===== config.mk =====
export PLATFORM = sky130hd
export DESIGN_NAME = axil_master_arbiter
export DESIGN_NICKNAME = d
export VERILOG_FILES = /design/src/rtl/axil_master_arbiter.sv
export SDC_FILE = /design/constraint.sdc
export NUM_CORES = 1
export LEC_CHECK = 0
export ABC_CLOCK_PERIOD_IN_PS = 3000
export CAP_MARGIN = 5
export CORE_MARGIN = 2
export CORE_UTILIZATION = 43
export DETAILED_ROUTE_END_ITERATION = 6
export PLACE_DENSITY = 0.87
export SLEW_MARGIN = 5
export SYNTH_ARGS = -nofsm -noshare
export SYNTH_HDL_FRONTEND = slang
export SYNTH_SLANG_ARGS = --single-unit

===== constraint.sdc =====
create_clock -name clk -period 3 [get_ports clk]
set_clock_uncertainty 0.1 [all_clocks]
set_input_delay 0.3 -clock clk [delete_from_list [all_inputs] [get_ports clk]]
set_output_delay 0.3 -clock clk [all_outputs]
set_load 0.02 [all_outputs]

===== src/rtl/axil_master_arbiter.sv =====
// Round-robin arbiter sharing one AXI-lite read master and one write master among NREQ requesters.
// Latency: req_i strobe -> master start 2 cycles best case; master done -> ack_o exactly 1 cycle.
// Backpressure: one command in flight; others wait in per-requester pending bits. Optional WAIT timeout: AXIL_ARB_TIMEOUT_EN.
module axil_master_arbiter #(
    parameter int NREQ           = 4,
    parameter int DATA_W         = 32,
    parameter int ADDR_W         = 4,
    parameter int TIMEOUT_CYCLES = 256
) (
    input  logic                    clk,
    input  logic                    rst,
    input  logic [NREQ-1:0]         req_i,
    input  logic [NREQ-1:0]         reqWrite_i,
    input  logic [NREQ*ADDR_W-1:0]  reqAddr_i,
    input  logic [NREQ*DATA_W-1:0]  reqData_i,
    output logic [NREQ-1:0]         ack_o,
    output logic [DATA_W-1:0]       rdData_o,
    output logic [1:0]              respCode_o,
    output logic                    busy_o,
    output logic [$clog2(NREQ)-1:0] grantIdx_o,
    output logic                    rdStart_o,
    output logic [ADDR_W-1:0]       rdAddr_o,
    input  logic                    rdDone_i,
    input  logic [DATA_W-1:0]       rdData_i,
    input  logic [1:0]              rdResp_i,
    output logic                    wrStart_o,
    output logic [ADDR_W-1:0]       wrAddr_o,
    output logic [DATA_W-1:0]       wrData_o,
    input  logic                    wrDone_i,
    input  logic [1:0]              wrResp_i,
    output logic                    mstRst_o
);
    localparam int IW  = $clog2(NREQ);
    localparam int IW1 = IW + 1;

    typedef enum logic [1:0] {ST_IDLE, ST_ISSUE, ST_WAIT, ST_RESP} state_t;

    state_t            r_state;
    state_t            w_next;
    logic [NREQ-1:0]   r_pending;
    logic [IW-1:0]     r_last;
    logic [IW-1:0]     r_grant;
    logic              r_write;
    logic [ADDR_W-1:0] r_addr;
    logic [DATA_W-1:0] r_wdata;
    logic [DATA_W-1:0] r_rdata;
    logic [1:0]        r_resp;

    logic              w_found;
    logic [IW-1:0]     w_pick;
    logic [IW:0]       w_sum;
    logic              w_load;
    logic              w_done;
    logic              w_timeout;
    logic [NREQ-1:0]   w_pick_oh;
    logic [NREQ-1:0]   w_grant_oh;
    logic [NREQ-1:0]   w_busy_mask;

    assign w_done      = r_write ? wrDone_i : rdDone_i;
    assign w_pick_oh   = NREQ'(1) << w_pick;
    assign w_grant_oh  = NREQ'(1) << r_grant;
    // A strobe from a requester that is already queued or currently in ISSUE/WAIT is dropped;
    // the acked requester may re-strobe during RESP.
    assign w_busy_mask = r_pending |
                         (((r_state == ST_ISSUE) || (r_state == ST_WAIT)) ? w_grant_oh : '0);

    // Round-robin search: first pending bit starting just after the last granted index
    always_comb begin
        w_found = 1'b0;
        w_pick  = '0;
        w_sum   = '0;
        for (int i = 0; i < NREQ; i++) begin
            w_sum = {1'b0, r_last} + IW1'(i + 1);
            if (w_sum >= IW1'(NREQ)) w_sum = w_sum - IW1'(NREQ);
            if (!w_found && r_pending[w_sum[IW-1:0]]) begin
                w_found = 1'b1;
                w_pick  = w_sum[IW-1:0];
            end
        end
    end

    // FSM state register
    always_ff @(posedge clk or negedge rst) begin
        if (!rst) r_state <= ST_IDLE;
        else      r_state <= w_next;
    end

    // FSM next state and grant-load strobe
    always_comb begin
        w_next = r_state;
        w_load = 1'b0;
        case (r_state)
            ST_IDLE: begin
                if (w_found) begin
                    w_load = 1'b1;
                    w_next = ST_ISSUE;
                end
            end
            ST_ISSUE: w_next = ST_WAIT;
            ST_WAIT:  if (w_done || w_timeout) w_next = ST_RESP;
            ST_RESP:  w_next = ST_IDLE;
            default:  w_next = ST_IDLE;
        endcase
    end

    // Pending bits, latched command, captured response and round-robin pointer
    always_ff @(posedge clk or negedge rst) begin
        if (!rst) begin
            r_pending <= '0;
            r_last    <= IW'(NREQ - 1);
            r_grant   <= '0;
            r_write   <= 1'b0;
            r_addr    <= '0;
            r_wdata   <= '0;
            r_rdata   <= '0;
            r_resp    <= 2'b00;
        end else begin
            r_pending <= (r_pending & ~(w_load ? w_pick_oh : '0)) | (req_i & ~w_busy_mask);
            if (w_load) begin
                r_grant <= w_pick;
                r_write <= reqWrite_i[w_pick];
                r_addr  <= reqAddr_i[w_pick*ADDR_W +: ADDR_W];
                r_wdata <= reqData_i[w_pick*DATA_W +: DATA_W];
            end
            if (r_state == ST_WAIT) begin
                if (w_done) begin
                    r_rdata <= r_write ? '0 : rdData_i;
                    r_resp  <= r_write ? wrResp_i : rdResp_i;
                end else if (w_timeout) begin
                    r_rdata <= '0;
                    r_resp  <= 2'b11;
                end
            end
            if (r_state == ST_RESP) r_last <= r_grant;
        end
    end

`ifdef AXIL_ARB_TIMEOUT_EN
    localparam int CW = $clog2(TIMEOUT_CYCLES + 1);
    logic [CW-1:0] r_cnt;
    logic          r_mst_rst;

    // Give up after TIMEOUT_CYCLES WAIT cycles without the expected done strobe
    assign w_timeout = (r_state == ST_WAIT) && !w_done && (r_cnt == CW'(TIMEOUT_CYCLES - 1));
    assign mstRst_o  = r_mst_rst;

    // WAIT-cycle counter and one-cycle master reset pulse (coincides with the error ack)
    always_ff @(posedge clk or negedge rst) begin
        if (!rst) begin
            r_cnt     <= '0;
            r_mst_rst <= 1'b0;
        end else begin
            r_mst_rst <= w_timeout;
            if (r_state == ST_ISSUE)     r_cnt <= '0;
            else if (r_state == ST_WAIT) r_cnt <= r_cnt + CW'(1);
        end
    end
`else
    assign w_timeout = 1'b0;
    assign mstRst_o  = 1'b0;
`endif

    assign busy_o     = (r_state != ST_IDLE);
    assign grantIdx_o = r_grant;
    assign rdStart_o  = (r_state == ST_ISSUE) && !r_write;
    assign wrStart_o  = (r_state == ST_ISSUE) && r_write;
    assign rdAddr_o   = r_addr;
    assign wrAddr_o   = r_addr;
    assign wrData_o   = r_wdata;
    assign ack_o      = (r_state == ST_RESP) ? w_grant_oh : '0;
    assign rdData_o   = (r_state == ST_RESP) ? r_rdata : '0;
    assign respCode_o = (r_state == ST_RESP) ? r_resp : 2'b00;

`ifndef SYNTHESIS
    // Done strobes straight after a reset belong to a dropped transaction and are not flagged
    logic r_chk_quiet;

    // Protocol checks on requester strobes and master done strobes
    always_ff @(posedge clk or negedge rst) begin
        if (!rst) begin
            r_chk_quiet <= 1'b1;
        end else begin
            if (r_state == ST_ISSUE) r_chk_quiet <= 1'b0;
            assert (NREQ >= 2 && NREQ <= 16 && TIMEOUT_CYCLES > 0)
                else $error("axil_master_arbiter: bad parameters");
            assert ((req_i & w_busy_mask) == '0)
                else $error("axil_master_arbiter: strobe from pending/granted requester %b", req_i);
            assert (r_state == ST_WAIT || r_chk_quiet || !(rdDone_i || wrDone_i))
                else $error("axil_master_arbiter: done strobe outside WAIT");
            assert (r_state != ST_WAIT || !(r_write ? rdDone_i : wrDone_i))
                else $error("axil_master_arbiter: done strobe of wrong direction");
        end
    end
`endif
endmodule


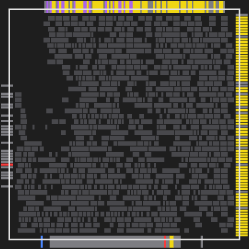
Fig. 1. Pin placement (run 1).
Drawn at 2 px/um. Pins as bars across the die edge, other pins in gray.
Key: red = `respCode_o` [pins 2, direction output, edge 1 bottom, 1 left]; blue = `mstRst_o` [pins 1, direction output, edge bottom]; yellow = `reqData_i` [pins 128, direction input, edge 69 right, 57 top, 2 bottom]; purple = `reqAddr_i` [pins 16, direction input, edge top]
All pins by edge: 98 top, 82 right, 73 bottom, 23 left.

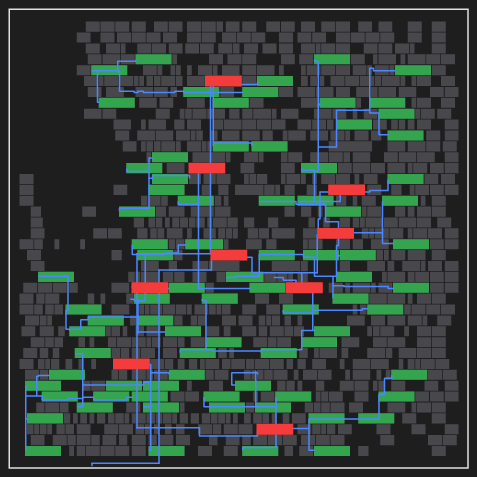
Fig. 2. Clock distribution (run 1).
Drawn at 4 px/um.
Key: red = cells driving clock nets [count 9]; green = flip-flops [count 81]; blue = clock wires [length 1140 um]
There are 10 routed clock nets. Position of the flops: all over the die.

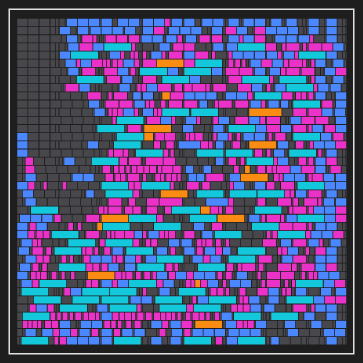
Fig. 3. Placement by cell class (run 1).
Drawn at 3 px/um. Fill, decap, tap and diode cells in gray.
Key: blue = other buffers and delay cells [cells 288, share of their area 35%]; orange = clock drivers and dummy loads [cells 16, share of their area 3.6%]; cyan = flip-flops [cells 81, share of their area 25%]; magenta = all other logic [cells 426, share of their area 36%]

==> flow_metrics.env, run 1 <==
# implementation run metrics
export IMPL_core_area_um2=11960
export IMPL_crit_path_start_kind="flop"
export IMPL_mi_logic_area_um2=2907
export IMPL_clk_share_pct=3.556
export IMPL_compound_area_share_pct=22.54
export IMPL_worst_r2r_setup_slack_ps=400
export IMPL_reg2regPathDepth=5
export IMPL_largest_class="multi-input combinational cells"
export IMPL_layout_sequential_cells=81
export IMPL_grt_pass1_vias=5288
export IMPL_grt_antenna_before_repair=0
export IMPL_fill_cells=893
export IMPL_netlist_top_cell_by_area="dfrtp_1"
export IMPL_hold_viol=0
export IMPL_grt_pass1_wl_mm=27.86
export IMPL_adder_share_pct=0.9563
export IMPL_grtUsageTotal_pct=27.44
export IMPL_cell_area_after_technology_mapping_um2=5234
export IMPL_clk_transition_reported_paths_ps=70
export IMPL_sequentialPowerShare_pct=24.0
export IMPL_first_pass_iters=4
export IMPL_critPathTopFamily="AND-OR/OR-AND gates"
export IMPL_total_leakage_power_nw=3.313
export IMPL_totalWireLength_mm=18.55
export IMPL_ant_nets=0
export IMPL_count_of_library_flops_with_an_enable_pin=0
export IMPL_power_clock_fraction_pct=13.8
export IMPL_timing_critical_path_cells="nand2b_1, a21oi_1, o31ai_2, a211oi_2, a211oi_2"
export IMPL_clock_latency_late_pin_ps=340
export IMPL_launch_point_of_the_critical_path="r_last[0]"
export IMPL_finalWeightedCongestion=0.8740
export IMPL_switch_pwr_mw=3.699
export IMPL_crit_fanout=11
export IMPL_stage_log_warnings=29
export IMPL_drt_iter0_drc=383
export IMPL_irDropWorstVdd_v=0.0005234
export IMPL_seq_cell_power_mw=1.96
export IMPL_clockBufferDepth=2
export IMPL_critPathArrivalTime_ps=2760
export IMPL_status="finished, final reports clean"
export IMPL_chip_area_yosys_um2=5234
export IMPL_cts_root_buf="clkbuf_16"
run 1: cells in the final DEF, fill, tap and decap left out, drive strengths merged, types with 3 or more instances in the layout:
| master | instances |
|---|---|
| a211oi | 74 |
| a21oi | 9 |
| and2 | 36 |
| buf | 15 |
| clkbuf | 9 |
| clkdlybuf4s50 | 273 |
| clkinv | 4 |
| dfrtp | 79 |
| ha | 4 |
| inv | 6 |
| mux2i | 42 |
| nand2 | 74 |
| nand2b | 37 |
| nand3b | 3 |
| nor2 | 44 |
| nor3 | 39 |
| o21ai | 38 |
run 1: sequential cells by signal, summed over array words and instances, names as in the netlist:
name and count:
rdAddr_o 4, r_resp 2, r_last 2, r_write 1, r_pending 4, wrData_o 32
grantIdx_o 2, r_rdata 32, r_state 2
Fig. 4: run 1, the metal 2 layer
Drawn at 3 px/um.
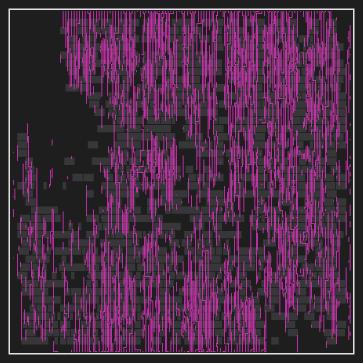

--- run 2 (diff from run 1) ---
--- a/config.mk
+++ b/config.mk
@@ -6,7 +6,7 @@
 export NUM_CORES = 1
 export LEC_CHECK = 0
 export ABC_CLOCK_PERIOD_IN_PS = 3000
-export CAP_MARGIN = 5
+export CAP_MARGIN = 40
 export CORE_MARGIN = 2
 export CORE_UTILIZATION = 43
 export DETAILED_ROUTE_END_ITERATION = 6
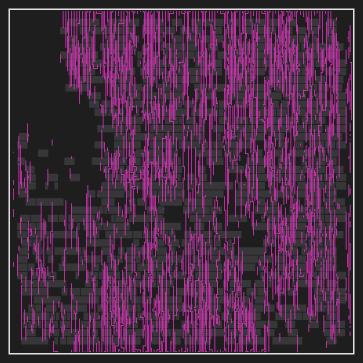
Fig. 5. The metal 2 layer (run 2).
Drawn at 3 px/um.
The longest straight run is 42.5 um. The layer carries 9310 um of wire. The layer holds 50% of the routed length. 869 nets have wire on it. The wires run mostly vertical.

==> flow_metrics.env, run 2 <==
# implementation run metrics
export IMPL_seq_cell_power_mw=1.96
export IMPL_tapCellCount=147
export IMPL_switch_pwr_mw=3.681
export IMPL_timing_final_ws_setup_ps=388.4
export IMPL_remaining_drc_errors=0
export IMPL_route_met2_wl_mm=9.310
export IMPL_crit_path_start_kind="flop"
export IMPL_grt_max_degree=69
export IMPL_grtUsageTotal_pct=27.57
export IMPL_cts_buffer_count=9
export IMPL_repair_and_plain_buffers=291
export IMPL_cell_area_after_technology_mapping_um2=5234
export IMPL_globalRouteMet3Util_pct=5.188
export IMPL_power_clock_fraction_pct=15.4
export IMPL_fin_worst_hold_slack_ps=351.5
export IMPL_largest_class="non-clock buffers"
export IMPL_first_pass_iters=5
export IMPL_reg2regPathDepth=7
export IMPL_totalWireLength_mm=18.52
export IMPL_clock_fmax_mhz=382.9
export IMPL_report_final_slew_viol_count=0
export IMPL_critPathArrivalTime_ps=2210
export IMPL_grt_pass1_vias=5364
export IMPL_maxCapViolations=0
export IMPL_clk_transition_reported_paths_ps=60
export IMPL_chip_area_yosys_um2=5234
export IMPL_postLayoutCoreUtil_pct=70.16
export IMPL_clock_latency_late_pin_ps=330
export IMPL_power_clock_mw=1.29
export IMPL_grtUsageMet1_pct=32.95
export IMPL_measured_slew_at_the_worst_slew_check_pin_ps=724.1
export IMPL_clock_buffer_cells=9
export IMPL_worst_setup_path_endpoint="rdData_o[15]"
export IMPL_mi_logic_area_um2=2894
export IMPL_hold_viol=0
export IMPL_timing_critical_path_cells="ha_1, buf_4, and2_1, clkdlybuf4s50_1"
export IMPL_total_leakage_power_nw=3.361
export IMPL_final_layout_top_logic_cells="clkdlybuf4s50_1 (273), dfrtp_1 (79), nand2_1 (74)"
export IMPL_crit_fanout=34
export IMPL_core_area_um2=11960
export IMPL_netlist_top_cell_by_area="dfrtp_1"
export IMPL_launch_point_of_the_critical_path="r_state[0]"
export IMPL_ant_nets=0
export IMPL_count_of_library_flops_with_an_enable_pin=0
export IMPL_clk_share_pct=4.085
export IMPL_grt_pass1_wl_mm=28.09
export IMPL_clockBufferDepth=2
export IMPL_finalWeightedCongestion=0.8740
export IMPL_grt_antenna_before_repair=0
export IMPL_comb_cell_power_mw=5.08
export IMPL_irDropWorstVdd_v=0.0007017
export IMPL_ys_seq_elements=81
export IMPL_critPathTopFamily="buffers and inverters"
export IMPL_placement_setup_worst_slack_ps=554.9
export IMPL_fill_cells=892
export IMPL_layout_sequential_cells=81
export IMPL_cts_setup_buffers=0
export IMPL_stage_log_warnings=29
export IMPL_worst_r2r_setup_slack_ps=520
export IMPL_status="finished, final reports clean"
export IMPL_drt_iter0_drc=423
export IMPL_sequentialPowerShare_pct=23.6
export IMPL_layout_top_cell_excl_fill_tap="clkdlybuf4s50_1"
export IMPL_worstSetupPathDepth=4
export IMPL_cts_root_buf="clkbuf_16"
==> run 2: netlist changes by cell type in the layout (fill, tap and decap cells not counted) <==
cell / previous run / this run
clkinv_2: 3 / 2
dlygate4sd3_1: 0 / 1
buf_16: 0 / 1
buf_8: 0 / 1
clkinvlp_4: 1 / 0
bufinv_16: 1 / 3
o31ai_2: 1 / 0
==> run 2: repair_timing <==
| action | 4_1_cts | 5_1_grt |
|---|---|---|
| hold buffers | 1 | 0 |
| resized | 0 | 0 |
| endpoints found under the hold margin | 30 | 0 |
| setup endpoints to repair | 0 | 0 |
==> run 2: logic make-up after synthesis <==
family,synth area share (%)
multiplexers,8.248
other,0.07165
buffers and inverters,6.646
AND-OR/OR-AND,22.54
adder cells (fa/ha/maj),0.9563
AND/OR/NAND/NOR,22.76
flip-flops,38.78
Fig. 6: run 2, clock routing
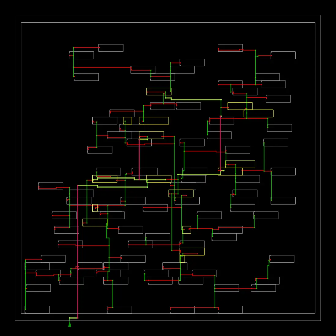

--- run 3 (diff from run 2) ---
--- a/config.mk
+++ b/config.mk
@@ -5,12 +5,13 @@
 export SDC_FILE = /design/constraint.sdc
 export NUM_CORES = 1
 export LEC_CHECK = 0
-export ABC_CLOCK_PERIOD_IN_PS = 3000
 export CAP_MARGIN = 40
+export CELL_PAD_IN_SITES_DETAIL_PLACEMENT = 1
+export CELL_PAD_IN_SITES_GLOBAL_PLACEMENT = 2
 export CORE_MARGIN = 2
-export CORE_UTILIZATION = 43
+export CORE_UTILIZATION = 24
 export DETAILED_ROUTE_END_ITERATION = 6
-export PLACE_DENSITY = 0.87
+export PLACE_DENSITY_LB_ADDON = 0.1
 export SLEW_MARGIN = 5
 export SYNTH_ARGS = -nofsm -noshare
 export SYNTH_HDL_FRONTEND = slang
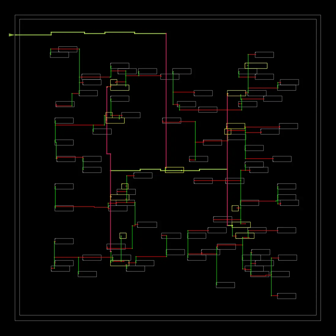
Fig. 7. Clock routing (run 3).
Clock net power: 1.17 mW
count of flip-flops and latches: 81
clock latency on the worst-skew pair: 340 ps
CTS buffer count: 9
Clock buffer cells: 9

==> flow_metrics.env, run 3 <==
# implementation run metrics
export IMPL_status="finished, final reports clean"
export IMPL_tritoncts="yes"
export IMPL_p_sw_share_pct=45.64
export IMPL_comb_cell_power_mw=5.18
export IMPL_worst_r2r_setup_slack_ps=550
export IMPL_crit_path_start_kind="flop"
export IMPL_first_pass_iters=4
export IMPL_chip_area_yosys_um2=5234
export IMPL_netlist_top_cells_count="dfrtp_1 (79), nand2_1 (74), a211oi_2 (60)"
export IMPL_compound_area_share_pct=22.54
export IMPL_cp_class="flop to output port"
export IMPL_grtUsageMet1_pct=20.54
export IMPL_grtUsageTotal_pct=17.27
export IMPL_switch_pwr_mw=3.771
export IMPL_grt_antenna_before_repair=0
export IMPL_power_clock_fraction_pct=14.1
export IMPL_grt_max_degree=82
export IMPL_fp_row_count=54
export IMPL_critPathArrivalTime_ps=2050
export IMPL_netlist_top_cell_by_area="dfrtp_1"
export IMPL_ys_sh_xor_pct=0
export IMPL_fin_worst_hold_slack_ps=377.3
export IMPL_timing_critical_path_buf_inv=2
export IMPL_timing_critical_path_cells="ha_1, buf_12, nor3b_1, clkdlybuf4s50_1"
export IMPL_post_drt_via_cell_ratio=4.641
export IMPL_final_layout_top_logic_cells="clkdlybuf4s50_1 (273), dfrtp_1 (79), nand2_1 (74)"
export IMPL_syn_nets=757
export IMPL_drt_iter0_drc=111
export IMPL_clk_transition_reported_paths_ps=60
export IMPL_adder_share_pct=0.9563
export IMPL_die_h_um=151.7
export IMPL_cts_sinks=81
export IMPL_cell_area_after_technology_mapping_um2=5234
export IMPL_power_combinational_fraction_pct=62.7
export IMPL_count_of_library_flops_with_an_enable_pin=0
export IMPL_maxCapViolations=0
export IMPL_cts_setup_buffers=0
export IMPL_synth_yosys_seq_area_share_pct=38.78
export IMPL_timing_final_crit_share_pct=81.78
export IMPL_ys_seq_elements=81
export IMPL_layout_top_cell_excl_fill_tap="clkdlybuf4s50_1"
export IMPL_fill_cells=2435
export IMPL_irDropWorstVdd_v=0.0004281
export IMPL_finalSetupTns_ps=0
export IMPL_finalWeightedCongestion=0.8008
export IMPL_timing_final_ws_setup_ps=546.7
export IMPL_seq_cell_power_mw=1.92
export IMPL_ant_nets=0
export IMPL_clockBufferDepth=2
export IMPL_yosys_dominant_comb_family="simple AND/OR/NAND/NOR gates"
export IMPL_hold_buffers=1
export IMPL_stage_log_warnings=29
export IMPL_hold_viol=0
export IMPL_measured_slew_at_the_worst_slew_check_pin_ps=767.9
export IMPL_asyncSetResetFlopFracSynth_pct=100.0
export IMPL_dominantRegCellSynth="dfrtp_1"
export IMPL_placement_setup_worst_slack_ps=563.7
export IMPL_mi_logic_area_um2=2894
export IMPL_critPathTopFamily="buffers and inverters"
export IMPL_core_area_um2=21620
export IMPL_floorplan_initialDensity_pct=24.21
export IMPL_cts_root_buf="clkbuf_16"
export IMPL_hpwl_mm=14.98
export IMPL_wirelength_met1_mm=8.245
export IMPL_critPathRequiredTime_ps=2600
export IMPL_totalWireLength_mm=20.13
export IMPL_grt_pass1_wl_mm=29.99
export IMPL_remaining_drc_errors=0
export IMPL_hold_path_class="flop to flop"
export IMPL_top_layer="met4"
export IMPL_crit_fanout=38
export IMPL_report_final_slew_viol_count=0
export IMPL_syn2layout_area_growth_pct=63.04
export IMPL_yosys_mux_area_fraction_pct=8.248
export IMPL_fin_crit_ps=2453
export IMPL_grt_pass1_vias=5430
export IMPL_seq_area_um2=2029
export IMPL_power_mw=8.264
export IMPL_postCtsResizedCells=0
export IMPL_sequentialPowerShare_pct=23.2
export IMPL_endpoint_kind="output port"
export IMPL_io_pins=276
export IMPL_route_met2_wl_mm=10.37
export IMPL_total_leakage_power_nw=3.346
export IMPL_clock_fmax_mhz=407.6
export IMPL_globalRouteMet3Util_pct=3.952
export IMPL_simple_gate_area_share_pct=22.76
export IMPL_slew_headroom_pct=48.34
## run 3: layout make-up
cell class | instances | share of cell area [%]
inverter | 5 | 0.2199
clock inverter | 7 | 0.9677
multi-input combinational | 420 | 33.92
tap | 280 | 4.106
sequential | 81 | 23.78
clock buffer | 9 | 2.639
timing repair buffer | 291 | 34.37
## run 3: per-stage QoR
stage	utilization (%)	cells
after global routing	39.47	1093
after detailed placement	38.00	1076
after CTS	39.47	1093
after floorplan	-	561
final	39.47	1093
after global placement	37.91	1075
## run 3: worst paths after layout
check,start,end,cells after the start
setup / recovery,r_state[0],ack_o[0],4
max in group asynchronous,rst,r_last[1],3
min in group asynchronous,rst,wrData_o[14],3
hold reg to reg,r_rdata[1],r_rdata[1],2
hold / removal,r_rdata[1],r_rdata[1],2
setup reg to reg,r_last[1],rdAddr_o[1],6
Power and IR drop assume default switching activity.
